$ cat config.mk
export PLATFORM = sky130hd
export DESIGN_NAME = mmsa_in_ctrl
export DESIGN_NICKNAME = d
export VERILOG_FILES = /design/src/rtl/mmsa_in_ctrl.sv
export SDC_FILE = /design/constraint.sdc
export NUM_CORES = 1
export LEC_CHECK = 0
export CORE_MARGIN = 4
export CORE_UTILIZATION = 41
export CTS_BUF_LIST = sky130_fd_sc_hd__clkbuf_4 sky130_fd_sc_hd__clkbuf_8
export CTS_CLUSTER_DIAMETER = 120
export DETAILED_ROUTE_END_ITERATION = 7
export PLACE_DENSITY = 0.63
export SYNTH_ARGS = -nofsm -noshare
export SYNTH_HDL_FRONTEND = slang
export SYNTH_SLANG_ARGS = --single-unit
$ cat constraint.sdc
create_clock -name clk -period 5.8 [get_ports clk]
set_input_delay 0.87 -clock clk [delete_from_list [all_inputs] [get_ports clk]]
set_output_delay 0.87 -clock clk [all_outputs]
set_load 0.02 [all_outputs]
$ cat src/rtl/mmsa_in_ctrl.sv
// Input controller for the matrix-multiply systolic array: deserialises matrix
// elements into the input/weight banks, then collects index pairs and launches the core.
module mmsa_in_ctrl #(
   parameter int DATA_W = 8,
   parameter int IDX_W  = 4
) (
   input  logic              clk,
   input  logic              rst_n,
   input  logic              in_valid,
   input  logic              matrix,
   input  logic [1:0]        matrix_size,
   input  logic              in_valid2,
   input  logic              i_mat_idx,
   input  logic              w_mat_idx,
   input  logic              core_done,
   output logic              wr_en,
   output logic              wr_bank,
   output logic [IDX_W-1:0]  wr_mat,
   output logic [5:0]        wr_addr,
   output logic [DATA_W-1:0] wr_data,
   output logic [1:0]        size_q,
   output logic              start,
   output logic [IDX_W-1:0]  i_idx,
   output logic [IDX_W-1:0]  w_idx,
   output logic              load_err,
   output logic              busy
);

   localparam int ELEM_W = 7 + IDX_W;
   localparam int BIT_W  = (DATA_W > 1) ? $clog2(DATA_W) : 1;
   localparam int ICNT_W = (IDX_W > 1) ? $clog2(IDX_W) : 1;

   localparam logic [2:0] S_IDLE     = 3'd0;
   localparam logic [2:0] S_LOAD     = 3'd1;
   localparam logic [2:0] S_WAIT_IDX = 3'd2;
   localparam logic [2:0] S_IDX      = 3'd3;
   localparam logic [2:0] S_START    = 3'd4;
   localparam logic [2:0] S_RUN      = 3'd5;

   logic [2:0]        state;
   logic [BIT_W-1:0]  bit_cnt;
   logic [DATA_W-1:0] shift_q;
   logic [ELEM_W-1:0] elem_cnt;
   logic [ICNT_W-1:0] idx_cnt;
   logic [IDX_W-1:0]  i_shift;
   logic [IDX_W-1:0]  w_shift;

   logic              start_load;
   logic              take_bit;
   logic              load_drop;
   logic [1:0]        norm_size;
   logic [1:0]        cur_size;
   logic [BIT_W-1:0]  cur_bits;
   logic [DATA_W-1:0] cur_shift;
   logic [DATA_W-1:0] next_shift;
   logic [ELEM_W-1:0] cur_elem;
   logic              elem_done;
   logic              elem_bank;
   logic [IDX_W-1:0]  elem_mat;
   logic [5:0]        elem_addr;
   logic [5:0]        addr_max;
   logic              last_elem;

   logic              start_idx;
   logic              take_idx;
   logic              idx_drop;
   logic [ICNT_W-1:0] cur_icnt;
   logic [IDX_W-1:0]  next_i;
   logic [IDX_W-1:0]  next_w;
   logic              idx_done;

   assign busy = (state == S_LOAD) || (state == S_IDX) ||
                 (state == S_START) || (state == S_RUN);

   // The first in_valid cycle already carries a bit, so it is treated as bit 0
   // of a freshly cleared element rather than waiting a cycle in LOAD.
   always_comb begin
      start_load = ((state == S_IDLE) || (state == S_WAIT_IDX)) && in_valid;
      take_bit   = start_load || ((state == S_LOAD) && in_valid);
      load_drop  = (state == S_LOAD) && !in_valid;
      norm_size  = (matrix_size == 2'd3) ? 2'd0 : matrix_size;
      cur_size   = start_load ? norm_size : size_q;
      cur_bits   = start_load ? '0 : bit_cnt;
      cur_shift  = start_load ? '0 : shift_q;
      cur_elem   = start_load ? '0 : elem_cnt;
      next_shift = cur_shift << 1;
      next_shift[0] = matrix;
      elem_done  = take_bit && (cur_bits == BIT_W'(DATA_W - 1));
   end

   // One flat element counter; the bank/matrix/address split moves with the matrix size.
   always_comb begin
      case (cur_size)
         2'd1: begin
            elem_addr = {2'b00, cur_elem[3:0]};
            elem_mat  = cur_elem[4 +: IDX_W];
            elem_bank = cur_elem[4 + IDX_W];
            addr_max  = 6'd15;
         end
         2'd2: begin
            elem_addr = cur_elem[5:0];
            elem_mat  = cur_elem[6 +: IDX_W];
            elem_bank = cur_elem[6 + IDX_W];
            addr_max  = 6'd63;
         end
         default: begin
            elem_addr = {4'b0000, cur_elem[1:0]};
            elem_mat  = cur_elem[2 +: IDX_W];
            elem_bank = cur_elem[2 + IDX_W];
            addr_max  = 6'd3;
         end
      endcase
      last_elem = elem_bank && (&elem_mat) && (elem_addr == addr_max);
   end

   // in_valid outranks in_valid2 in WAIT_IDX, so index capture only starts without it.
   always_comb begin
      start_idx = (state == S_WAIT_IDX) && !in_valid && in_valid2;
      take_idx  = start_idx || ((state == S_IDX) && in_valid2);
      idx_drop  = (state == S_IDX) && !in_valid2;
      cur_icnt  = start_idx ? '0 : idx_cnt;
      next_i    = (start_idx ? '0 : i_shift) << 1;
      next_w    = (start_idx ? '0 : w_shift) << 1;
      next_i[0] = i_mat_idx;
      next_w[0] = w_mat_idx;
      idx_done  = take_idx && (cur_icnt == ICNT_W'(IDX_W - 1));
   end

   always_ff @(posedge clk) begin
      if (!rst_n) begin
         state    <= S_IDLE;
         bit_cnt  <= '0;
         shift_q  <= '0;
         elem_cnt <= '0;
         idx_cnt  <= '0;
         i_shift  <= '0;
         w_shift  <= '0;
         wr_en    <= 1'b0;
         wr_bank  <= 1'b0;
         wr_mat   <= '0;
         wr_addr  <= '0;
         wr_data  <= '0;
         size_q   <= 2'd0;
         start    <= 1'b0;
         i_idx    <= '0;
         w_idx    <= '0;
         load_err <= 1'b0;
      end else begin
         wr_en    <= 1'b0;
         start    <= 1'b0;
         load_err <= 1'b0;
         if (start_load) begin
            size_q <= norm_size;
         end
         if (take_bit) begin
            if (elem_done) begin
               wr_en    <= 1'b1;
               wr_data  <= next_shift;
               wr_bank  <= elem_bank;
               wr_mat   <= elem_mat;
               wr_addr  <= elem_addr;
               bit_cnt  <= '0;
               shift_q  <= '0;
               elem_cnt <= cur_elem + 1'b1;
               state    <= last_elem ? S_WAIT_IDX : S_LOAD;
            end else begin
               bit_cnt  <= cur_bits + 1'b1;
               shift_q  <= next_shift;
               elem_cnt <= cur_elem;
               state    <= S_LOAD;
            end
         end else if (load_drop) begin
            load_err <= 1'b1;
            bit_cnt  <= '0;
            shift_q  <= '0;
            state    <= S_IDLE;
         end else if (take_idx) begin
            if (idx_done) begin
               start   <= 1'b1;
               i_idx   <= next_i;
               w_idx   <= next_w;
               idx_cnt <= '0;
               i_shift <= '0;
               w_shift <= '0;
               state   <= S_START;
            end else begin
               idx_cnt <= cur_icnt + 1'b1;
               i_shift <= next_i;
               w_shift <= next_w;
               state   <= S_IDX;
            end
         end else if (idx_drop) begin
            idx_cnt <= '0;
            i_shift <= '0;
            w_shift <= '0;
            state   <= S_WAIT_IDX;
         end else if (state == S_START) begin
            state <= S_RUN;
         end else if ((state == S_RUN) && core_done) begin
            state <= S_WAIT_IDX;
         end
      end
   end

endmodule

Fig. 1: run 1, signal wires on met1
Drawn at 4 px/µm. Supply wires on this layer in grey.
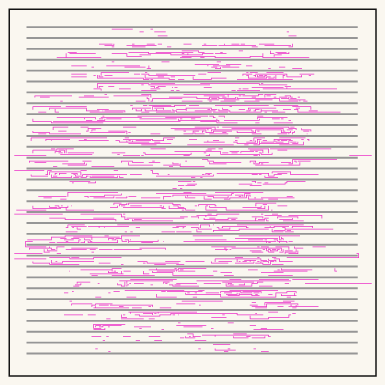
- main direction: horizontal
- wire length on this layer: 3400 µm
- nets with wire on the layer: 359
- longest straight run: 31.7 µm
- share of all routed wire: 51%

Fig. 2: run 1, congestion heat map
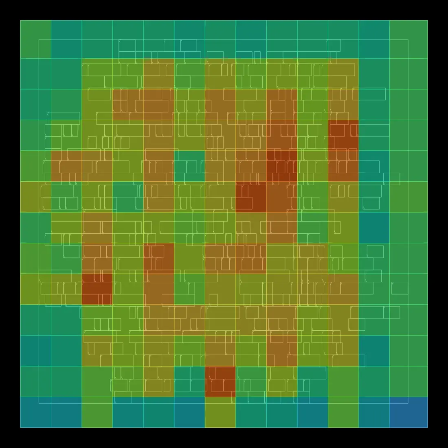
met1 usage: 0.2500
GRT Total Usage: 0.1709
busiest metal layer after global routing: met1
GR Util met3: 0.06379

==> results.toml, run 1 <==
# flow metrics
[final_timing]
worst_slack_ps = 1726
slew_violations = 0
rsz0062_at_grt = "false"
min_period_ps = 4074

[yosys]
adder_share = 0.02637
aoi_share = 0.1842
ys_cells = 338
synth-simple-area-share = 0.2699
syn_inst = 338
ys.flop_type = "dfxtp_1"

[outcome]
status = "finished clean"

[hold_path]
hold_start = "idx_cnt[1]$_SDFFE_PN0P_"
hp-class = "flip-flop to flip-flop"

[setup_path]
cp.depth = 11
cp-startpoint = "in_valid"
reg2reg_to = "state[0]$_SDFFE_PN0P_"
critical_path_class = "input port to flip-flop"
worst_ep_required_time_ps = 6010
cp.arrival_ps = 4280
worst-path-buf-inv = 1
path_cells = "clkdlybuf4s50_1, nor2b_4, nand2b_1, nor3b_1, a21oi_1, ha_1, a221oi_1, nor3_1, nand3_1, a2111oi_2, a221oi_1"

[power]
clockPowerShare = 0.399
ir_drop_uv = 170.7
pg_seq_mw = 0.456
internal_power_mw = 0.6769

[finish]
seqAreaFraction = 0.3695
n_clock_buffer = 9

[drt]
antenna_left = 0
wl_met2_mm = 2.915

[floorplanning]
coreArea_um2 = 6756
ioPinCount = 43
tapCellCount = 80

[place]
pre_cts_ws_ps = 1395

[clock_tree]
clkLatencyLatePin_ps = 350
root_buffer = "clkbuf_8"

[grt]
antenna_found_initial = 0
Fig. 3: run 1, wiring by layer
Drawn at 4 px/µm. Two of the layers only.
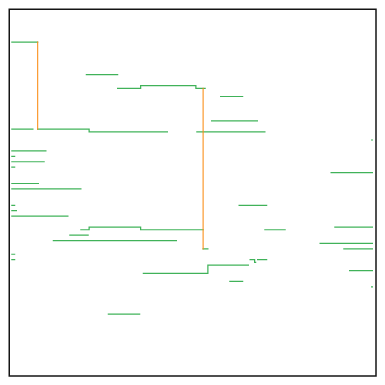
- green: M3 (wire length 339 µm)
- orange: M4 (wire length 61.9 µm)
routed wire length: 6.719 mm
via count: 2493
routed wire length per instance: 14.73 µm

Fig. 4: run 1, gate-type map
Drawn at 4 px/µm.
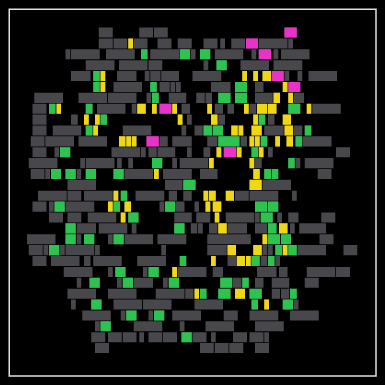
- green: aoi and oai cells (cells 74)
- magenta: xor and xnor cells (cells 8)
- yellow: nand cells (cells 67)
Non-Filler Instances: 456
most numerous logic cell after layout: dfxtp_1
fraction of area in multi-input gates: 0.4204

run 1: synth_stat cells, types with 2 or more instances:
master	n	area, µm²
a21boi_0	2	15.01
a21oi_1	20	100.1
a221oi_1	5	43.79
a22oi_1	29	217.7
a31oi_1	3	18.77
and2_1	7	43.79
and3_1	3	18.77
buf_2	5	25.02
buf_4	2	15.01
clkbuf_1	12	45.04
dfxtp_1	64	1281
ha_1	6	75.07
inv_1	5	18.77
mux2i_1	2	20.02
nand2_1	43	161.4
nand2b_1	6	37.54
nand3_1	8	40.04
nand3b_1	3	22.52
nand4_1	6	37.54
nor2_1	53	198.9
nor2b_1	7	43.79
nor3_1	9	45.04
nor3b_1	3	22.52
o2111ai_1	4	35.03
o21ai_0	4	20.02
o21ai_1	2	10.01
xnor2_1	5	43.79
xor2_1	3	26.28
Fig. 5: run 1, layout detail
Window x 31 to 61, y 49 to 79 µm. Cells in grey, sequential cells in the stronger grey; small squares are vias.
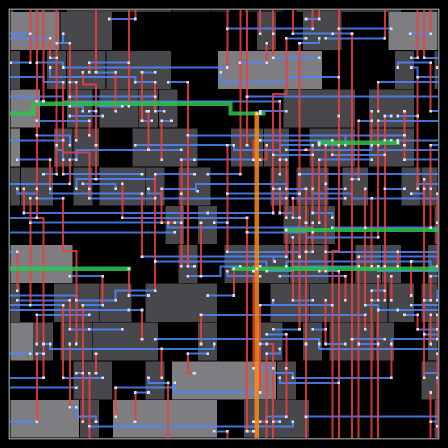

## Run 2: what changed since run 1
==> constraint.sdc (replaced) <==
create_clock -name clk -period 4.2 [get_ports clk]
set_input_delay 0.63 -clock clk [delete_from_list [all_inputs] [get_ports clk]]
set_output_delay 0.63 -clock clk [all_outputs]
set_load 0.02 [all_outputs]
Fig. 6: run 2, layout detail
Window x 31 to 61, y 49 to 79 µm. Cells in grey, sequential cells in the stronger grey; small squares are vias.
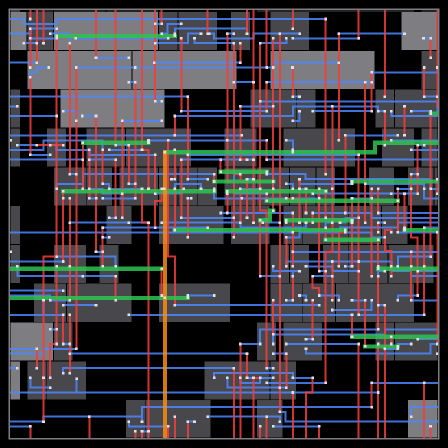
- blue: M1
- orange: M4
- red: M2
- green: M3
- netlist names of flops here include: size_q (2), wr_addr (2)
- sequential cells in the window: 5
- most frequent: nor2_1 (11), nand2_1 (8), dfxtp_1 (5)
- cells with their middle in the window: 67

==> results.toml, run 2 <==
# flow metrics
[outcome]
status = "finished clean"

[finish]
largest_register = "elem_cnt"
layout_top_cell = "dfxtp_1"
seqAreaFraction = 0.3612
fillers = 628
n_clock_buffer = 12
logic_area_um2 = 1458
sh_comb_area = 0.4109
fin_util = 0.5250
fin_nets = 391

[yosys]
top_cells_by_count = "64 x dfxtp_1, 53 x nor2_1, 43 x nand2_1, 29 x a22oi_1, 20 x a21oi_1"
yosysTopAreaCell = "dfxtp_1"
synth-simple-area-share = 0.2699
aoi_share = 0.1842
syn_inst = 338
edf_count = 0
top_cells_by_area = "dfxtp_1 45%, a22oi_1 7.6%, nor2_1 7.0%"
ys.flop_type = "dfxtp_1"
ys_cells = 338
adder_share = 0.02637
synth_top_area_share = 0.4501
most_common_cell = "dfxtp_1"
yosys-mux-area-fraction = 0.007033

[hold_path]
hp-class = "flip-flop to flip-flop"
hold_start = "idx_cnt[1]$_SDFFE_PN0P_"

[drt]
antenna_left = 0
wl_met2_mm = 2.941
avgRoutedWirePerCell_um = 14.81

[grt]
grt.busiest_layer = "met2"
grt.total_usage = 0.1684
met1_usage = 0.2383
met3_usage = 0.05551
grt_start_max_net_pins = 56
antenna_found_initial = 0

[final_timing]
rsz0062_at_grt = "false"
fin_crit_sh = 0.8748
min_period_ps = 3674
slew_violations = 0

[setup_path]
critical_path_class = "input port to flip-flop"
path_cells = "clkdlybuf4s50_1, nor2b_4, nand2b_1, nor3b_1, a21oi_1, ha_1, a221oi_1, nor3_1, nand3_1, a2111oi_2, a221oi_1"
cp.depth = 11
cp-startpoint = "in_valid"
cp.arrival_ps = 3880
worst-path-buf-inv = 1

[clock_tree]
clkLatencyLatePin_ps = 340
root_buffer = "clkbuf_8"

[place]
gp_congestion = 0.8836

[floorplanning]
ioPinCount = 43
tapCellCount = 80

[run]
warning_count = 27
Fig. 7: run 2, wiring by layer
Drawn at 4 px/µm. Two of the layers only.
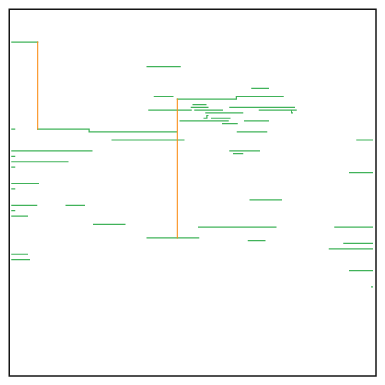
- orange: M4 (wire length 56.4 µm)
- green: M3 (wire length 371 µm)
routed wire length: 6.799 mm
via count: 2566

## run 2: through the flow
| step | total power [mW] | area, µm² | cells | hold WS (ps) | setup WS [ps] |
|---|---|---|---|---|---|
| 3_3_place_gp | 0.7861 | 3304 | 444 | 434.7 | 490.8 |
| 4_1_cts | 1.439 | 3547 | 459 | 450.8 | 624.0 |
| 5_1_grt | 1.483 | 3547 | 459 | 480.5 | 335.6 |
| 6_report | 1.426 | 3547 | 459 | 448.9 | 525.8 |
| 2_1_floorplan | 0.7447 | 2846 | 338 | 427.3 | 1228 |
| 3_5_place_dp | 0.7869 | 3304 | 444 | 441.6 | 274.9 |
## run 2: power breakdown
group	internal [mW]	leakage [nW]	total (mW)	switching, mW
Combinational	0.0550	0.658	0.151	0.0956
Clock	0.421	0.124	0.651	0.230
Sequential	0.615	0.516	0.624	0.00879
Fig. 8: run 2, congestion heat map
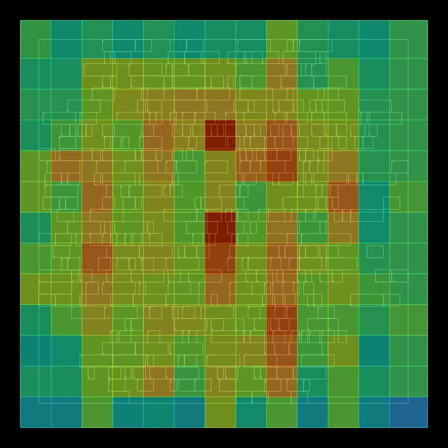

## Run 3: what changed since run 2
--- a/config.mk
+++ b/config.mk
@@ -5,12 +5,15 @@
 export SDC_FILE = /design/constraint.sdc
 export NUM_CORES = 1
 export LEC_CHECK = 0
+export CELL_PAD_IN_SITES_DETAIL_PLACEMENT = 0
+export CELL_PAD_IN_SITES_GLOBAL_PLACEMENT = 1
+export CORE_ASPECT_RATIO = 1.2
 export CORE_MARGIN = 4
 export CORE_UTILIZATION = 41
 export CTS_BUF_LIST = sky130_fd_sc_hd__clkbuf_4 sky130_fd_sc_hd__clkbuf_8
 export CTS_CLUSTER_DIAMETER = 120
 export DETAILED_ROUTE_END_ITERATION = 7
-export PLACE_DENSITY = 0.63
+export PLACE_DENSITY = 0.81
 export SYNTH_ARGS = -nofsm -noshare
 export SYNTH_HDL_FRONTEND = slang
 export SYNTH_SLANG_ARGS = --single-unit
Fig. 9: run 3, congestion heat map
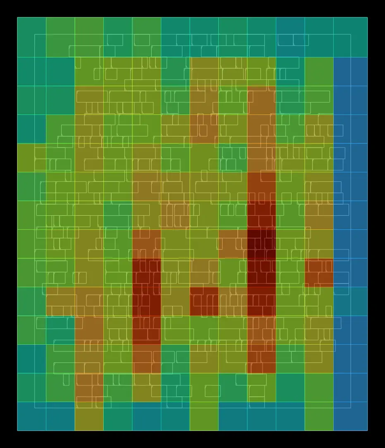
final core occ: 0.5170
busiest metal layer after global routing: met2
met1 usage: 0.2069
met2 global-route usage: 0.2922
GRT Total Usage: 0.1744

Fig. 10: run 3, layout detail
Window x 27 to 57, y 54 to 84 µm. Cells in grey, sequential cells in the stronger grey; small squares are vias.
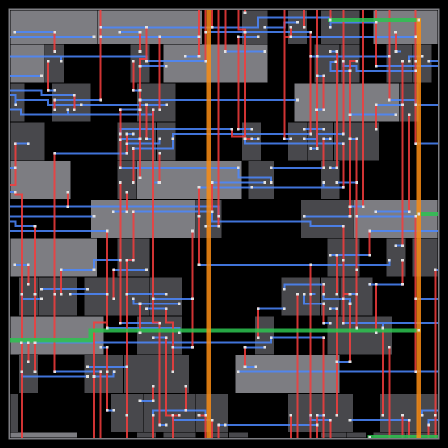
- red: M2
- orange: M4
- blue: M1
- green: M3
- cells with their middle in the window: 57
- sequential cells in the window: 12
- most frequent: dfxtp_1 (12), nor2_1 (9), nand2_1 (8)
- netlist names of flops here include: shift_q (4), bit_cnt (3), elem_cnt (2)

==> results.toml, run 3 <==
# flow metrics
[clock_tree]
clkLatencyLatePin_ps = 350
root_buffer = "clkbuf_8"

[yosys]
synth_top_area_share = 0.4501
yosys-mux-area-fraction = 0.007033
most_common_cell = "dfxtp_1"
adder_share = 0.02637
ys_cells = 338

[finish]
largest_register = "elem_cnt"
logic_area_um2 = 1458
fillers = 676

[outcome]
status = "finished clean"

[final_timing]
worst_slack_ps = 848.2
slew_violations = 0

[drt]
avgRoutedWirePerCell_um = 14.81
via_count = 2504

[place]
dp.cells = 452
gp_congestion = 0.8752

[power]
seqPwrFrac = 0.475
switchingPower_mw = 0.3470

[run]
warning_count = 27

[floorplanning]
ioPinCount = 43

[setup_path]
worst_ep_required_time_ps = 4410
-- run 3: worst register-to-register path: cells and delay by family, from the launching register on --
family          cells  cell delay [ps]
buf+inv             1               70
simple gates        5             1000
compound gates      4              870
flops               1              590
fa+ha+maj           1              500
-- run 3: path summary, 6_finish.rpt --
kind | from | endpoint | slack [ps] | cells after the start
min | idx_cnt[1]$_SDFFE_PN0P_ | idx_cnt[1]$_SDFFE_PN0P_ | 450 | 2
max reg2reg | state[2]$_SDFFE_PN0P_ | state[0]$_SDFFE_PN0P_ | 1050 | 11
min reg2reg | idx_cnt[1]$_SDFFE_PN0P_ | idx_cnt[1]$_SDFFE_PN0P_ | 450 | 2
max | in_valid | state[0]$_SDFFE_PN0P_ | 850 | 11
Power and IR drop assume default switching activity.
